===== src/rtl/fp_normalize_round_pkg.sv =====
// Shared constants for the binary32 normalize/round pipeline.
// Flag bit positions match out_flags = {overflow, underflow, inexact, zero}.
package fp_normalize_round_pkg;

  localparam int FP_BIAS    = 127;
  localparam int FP_EXP_MAX = 255;

  localparam logic [7:0] FP_EXP_INF = 8'hFF;

  localparam int FLG_OVF  = 3;
  localparam int FLG_UNF  = 2;
  localparam int FLG_INX  = 1;
  localparam int FLG_ZERO = 0;

  localparam logic [5:0] ZERO_SHIFT = 6'd49;

  typedef struct packed {
    logic ovf;
    logic unf;
    logic inx;
    logic zero;
  } fp_flags_t;

endpackage


===== src/rtl/fp32_round_pack.sv =====
// Round-to-nearest-even, exponent fix-up and binary32 packing.
// Purely combinational; the caller registers the result.
module fp32_round_pack
  import fp_normalize_round_pkg::*;
#(
  parameter int EXP_W = 10
) (
  input  logic           i_sign,
  input  logic [47:0]    i_norm,
  input  logic [EXP_W:0] i_exp,
  input  logic           i_zero,
  output logic [31:0]    o_data,
  output logic [3:0]     o_flags
);

  localparam int EW = EXP_W + 2;

  localparam logic signed [EW-1:0] W_MAX = EW'(FP_EXP_MAX);
  localparam logic signed [EW-1:0] W_MIN = '0;

  logic [23:0]          w_mant;
  logic                 w_guard;
  logic                 w_sticky;
  logic                 w_up;
  logic [24:0]          w_sum;
  logic [23:0]          w_mfin;
  logic signed [EW-1:0] w_exp;
  logic                 w_ovf;
  logic                 w_unf;
  fp_flags_t            w_flg;

  assign w_mant   = i_norm[47:24];
  assign w_guard  = i_norm[23];
  assign w_sticky = |i_norm[22:0];
  assign w_up     = w_guard & (w_sticky | w_mant[0]);
  assign w_sum    = {1'b0, w_mant} + {24'd0, w_up};
  assign w_mfin   = w_sum[24] ? 24'h800000 : w_sum[23:0];

  // Carry out of the significand bumps the exponent by one.
  assign w_exp = $signed({i_exp[EXP_W], i_exp})
               + $signed({{(EW-1){1'b0}}, w_sum[24]});

  assign w_ovf = !i_zero && (w_exp >= W_MAX);
  assign w_unf = !i_zero && (w_exp <= W_MIN);

  always_comb begin
    w_flg  = '0;
    o_data = {i_sign, w_exp[7:0], w_mfin[22:0]};
    unique case (1'b1)
      i_zero: begin
        o_data     = {i_sign, 31'd0};
        w_flg.zero = 1'b1;
      end
      w_ovf: begin
        o_data    = {i_sign, FP_EXP_INF, 23'd0};
        w_flg.ovf = 1'b1;
        w_flg.inx = 1'b1;
      end
      w_unf: begin
        o_data    = {i_sign, 31'd0};
        w_flg.unf = 1'b1;
        w_flg.inx = 1'b1;
      end
      default: w_flg.inx = w_guard | w_sticky;
    endcase
  end

  always_comb begin
    o_flags           = '0;
    o_flags[FLG_OVF]  = w_flg.ovf;
    o_flags[FLG_UNF]  = w_flg.unf;
    o_flags[FLG_INX]  = w_flg.inx;
    o_flags[FLG_ZERO] = w_flg.zero;
  end

endmodule


===== src/rtl/fp_normalize_round.sv =====
// Two-stage elastic normalize + round pipeline for a binary32 product.
// Stage 1 normalizes the raw significand; stage 2 holds the packed result.
module fp_normalize_round
  import fp_normalize_round_pkg::*;
#(
  parameter int EXP_W = 10
) (
  input  logic             clk,
  input  logic             rst_n,
  input  logic             in_valid,
  output logic             in_ready,
  input  logic             in_sign,
  input  logic [EXP_W-1:0] in_exp,
  input  logic [47:0]      in_mant,
  input  logic [5:0]       in_shift,
  output logic             out_valid,
  input  logic             out_ready,
  output logic [31:0]      out_data,
  output logic [3:0]       out_flags,
  output logic [15:0]      out_count
);

  logic           r_run;
  logic           r_s1_v;
  logic           r_s1_sign;
  logic           r_s1_zero;
  logic [47:0]    r_s1_norm;
  logic [EXP_W:0] r_s1_exp;

  logic           w_s2_ld;
  logic           w_s1_ld;
  logic           w_acc;
  logic [5:0]     w_lz;
  logic [47:0]    w_norm;
  logic [EXP_W:0] w_e1;
  logic           w_zero;
  logic [31:0]    w_data;
  logic [3:0]     w_flags;

  assign w_s2_ld  = !out_valid | out_ready;
  assign w_s1_ld  = !r_s1_v | w_s2_ld;
  // r_run keeps the input closed until the first edge after reset.
  assign in_ready = r_run & w_s1_ld;
  assign w_acc    = in_valid & in_ready;

  assign w_lz   = in_shift - 6'd1;
  assign w_norm = in_mant << w_lz;
  assign w_e1   = {in_exp[EXP_W-1], in_exp}
                + (EXP_W+1)'(1)
                - (EXP_W+1)'(w_lz);
  assign w_zero = (in_shift == 6'd0) | (in_shift >= ZERO_SHIFT);

  always_ff @(posedge clk or negedge rst_n) begin
    if (!rst_n) begin
      r_run     <= 1'b0;
      r_s1_v    <= 1'b0;
      r_s1_sign <= 1'b0;
      r_s1_zero <= 1'b0;
      r_s1_norm <= '0;
      r_s1_exp  <= '0;
    end else begin
      r_run <= 1'b1;
      if (w_s1_ld) r_s1_v <= w_acc;
      if (w_acc) begin
        r_s1_sign <= in_sign;
        r_s1_zero <= w_zero;
        r_s1_norm <= w_norm;
        r_s1_exp  <= w_e1;
      end
    end
  end

  fp32_round_pack #(
    .EXP_W (EXP_W)
  ) u_round (
    .i_sign  (r_s1_sign),
    .i_norm  (r_s1_norm),
    .i_exp   (r_s1_exp),
    .i_zero  (r_s1_zero),
    .o_data  (w_data),
    .o_flags (w_flags)
  );

  always_ff @(posedge clk or negedge rst_n) begin
    if (!rst_n) begin
      out_valid <= 1'b0;
      out_data  <= '0;
      out_flags <= '0;
      out_count <= '0;
    end else begin
      if (w_s2_ld) begin
        out_valid <= r_s1_v;
        if (r_s1_v) begin
          out_data  <= w_data;
          out_flags <= w_flags;
        end
      end
      if (out_valid && out_ready) out_count <= out_count + 16'd1;
    end
  end

endmodule


===== config.mk =====
export PLATFORM = sky130hd
export DESIGN_NAME = fp_normalize_round
export DESIGN_NICKNAME = d
export VERILOG_FILES = /design/src/rtl/fp_normalize_round_pkg.sv /design/src/rtl/fp32_round_pack.sv /design/src/rtl/fp_normalize_round.sv
export SDC_FILE = /design/constraint.sdc
export NUM_CORES = 1
export LEC_CHECK = 0
export ABC_AREA = 1
export CORE_ASPECT_RATIO = 2
export CORE_MARGIN = 4
export CORE_UTILIZATION = 55
export DETAILED_ROUTE_END_ITERATION = 10
export PLACE_DENSITY = 0.79
export SLEW_MARGIN = 40
export SYNTH_ARGS = -nofsm -noshare
export SYNTH_HDL_FRONTEND = slang
export SYNTH_SLANG_ARGS = --single-unit

===== constraint.sdc =====
create_clock -name clk -period 7.85 [get_ports clk]
set_input_delay 0.785 -clock clk [delete_from_list [all_inputs] [get_ports clk]]
set_output_delay 0.785 -clock clk [all_outputs]
set_load 0.05 [all_outputs]

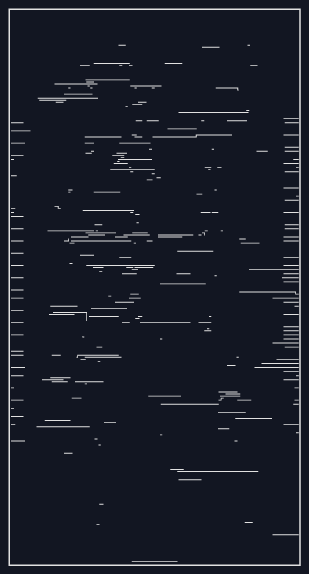
Fig. 1. The metal 3 layer.
(3 px per um)
nets with wire on the layer = 174
main direction = horizontal
longest straight run = 26.7 um
share of all routed wire = 4.5%
Detailed Route WL: 26400 um
met3 usage: 0.0321
Vias: 9087

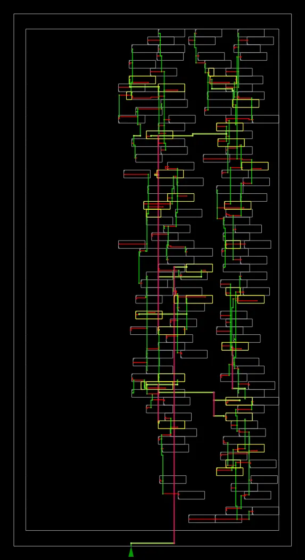
Fig. 2. Clock routing.
CTS buffer count: 25
clk_skew: 14.2 ps
Flops: 116
clk_lat worst skew: 460 ps
layout clock buffer count: 31

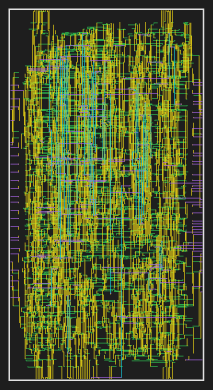
Fig. 3. Signal wires by layer.
(2 px per um)
metal 4 -> cyan  # wire length 1630 um
metal 1 -> green  # wire length 8850 um
metal 2 -> yellow  # wire length 14700 um
metal 3 -> purple  # wire length 1180 um

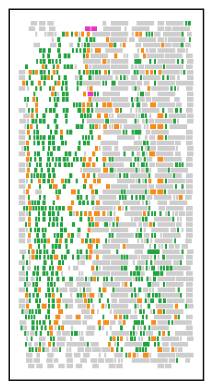
Fig. 4. Logic cells by family.
(2 px per um)
inverting AOI/OAI gates -> orange  # cells 181, most used o21ai_0, where spread over the die
AND-OR and OR-AND gates -> magenta  # cells 3, most used a22o_1
NAND gates -> green  # cells 656, most used nand2_1, where spread over the die

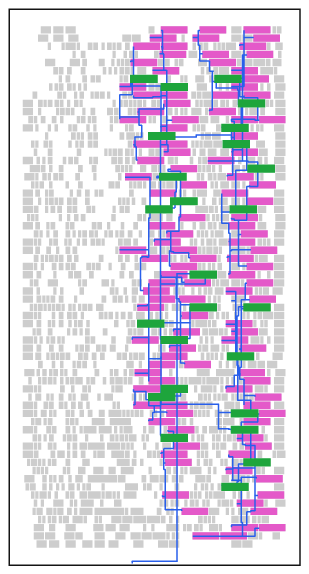
Fig. 5. Clock distribution.
(3 px per um)
clock wires -> blue  # length 1560 um
clock drivers -> green  # count 25
flip-flops -> magenta  # count 116
routed clock nets = 26
Clock Power: 878 uW
Clock power frac: 0.350

==> results_dict.tcl <==
# flow metrics
set metrics [dict create \
    yosysTopAreaCellShare 0.338 \
    grt_util_met2 0.583 \
    regArea_mm2 0.00290 \
    ys_cells 1287 \
    p_sw_uw 929 \
    dpl.hpwl_um 19800 \
    required_ps 8150 \
    worstSetupStartpoint "in_shift[0]" \
    grt.total_usage 0.305 \
    die_width_um 96.4 \
    setup_violations 0 \
    mi_logic_area_mm2 0.00508 \
    yosys.cell_types.count 47 \
    largestRegisters "r_s1_norm x48, out_data x32, out_count x16" \
    design_area_mm2 0.0106 \
    nWellTaps 198 \
    compound_area_frac 0.123 \
    power_frac_seq 0.313 \
    critPathMaxFanout 52 \
    routedWlPerCell_um 16.6 \
    instances_no_fill 1585 \
    syn-cell-area_mm2 0.00860 \
    outcome "complete, no violations" \
    buffer_area_frac 0.124 \
    worst_path_max_delay_cell "clkdlybuf4s50_1" \
    post-synth-top-area-cell "dfrtp_1" \
    largest_cell_class "logic gates" \
    inverters 98 \
    postPlaceCellArea_mm2 0.00991 \
    synth-async-reset-ratio 1.00 \
    cts_tree "done" \
    drc 0 \
    clockBufferDepth 3 \
    routed.top_layer "met4" \
    antenna_left 0 \
    drive_gt1_frac 0.0613 \
    grt_setup_unrepaired "false" \
    clk_share 0.0658 \
    ys_sh_adder 0.0358 \
    setup_slack_ps 3080 \
    timing.rr.end "out_data[10]" \
    first_iter_violations 512 \
    syn_nets 1380 \
    final_common_cell "nand2_1" \
    worstPathCellList "clkdlybuf4s50_1 > buf_4 > inv_2 > ha_1 > buf_4 > inv_1 > buf_4 > ha_1 > inv_1 > ha_1 > inv_1 > fa_1 > o211ai_1 > nand2_1 > nand2_1 > a21oi_1 > nor2_1 > nor2_1 > nand2_1 > o21ai_0" \
    tightest_slew_ps 789 \
    worst_hold_path_type "in -> async" \
    busiest_layer "met2" \
    rows 64 \
    slew_headroom 0.473 \
    most_common_cell "nand2_1" \
    layout_min_cycle_time_ps 4770 \
    worst-path-stages 20 \
    port_buffers 122 \
    yosysWarningCount 0 \
    final_nets 1474 \
    avgViaCountPerCell 5.73 \
    swShare 0.370 \
    firstDrtPassIters 5 \
    p_per_area_mw_per_mm2 236 \
    post-place-cells 1552 \
    coreArea_mm2 0.0153 \
    area_growth_pct 23.4 \
    warning_count 29 \
    grt_remaining_overflow 0 \
    antenna_cells 0 \
    combinationalPower_uw 847 \
    largest_register_ffs 48 \
    h-tree-depth 4 \
    use_met1 0.303 \
    post_cts_buffers 0 \
    max_stage_delay_ps 450 \
    post_cts_resized 0 \
    peakVddDrop_mv 0.113 \
    timing.reg2reg.setup_slack_ps 3500 \
    yosys-stat-area_mm2 0.00860 \
    grt_max_degree 78 \
    antenna_found_initial 0 \
    synth-edff-count 0 \
    cp.arrival_ps 5080 \
    critical_path_buf_inv_count 8 \
    worst_hold_slack_ps 305 \
    finalSetupTns_ps 0 \
    total_power_mw 2.51 \
]
No activity file was given, so power comes from the tool's default toggle rates.
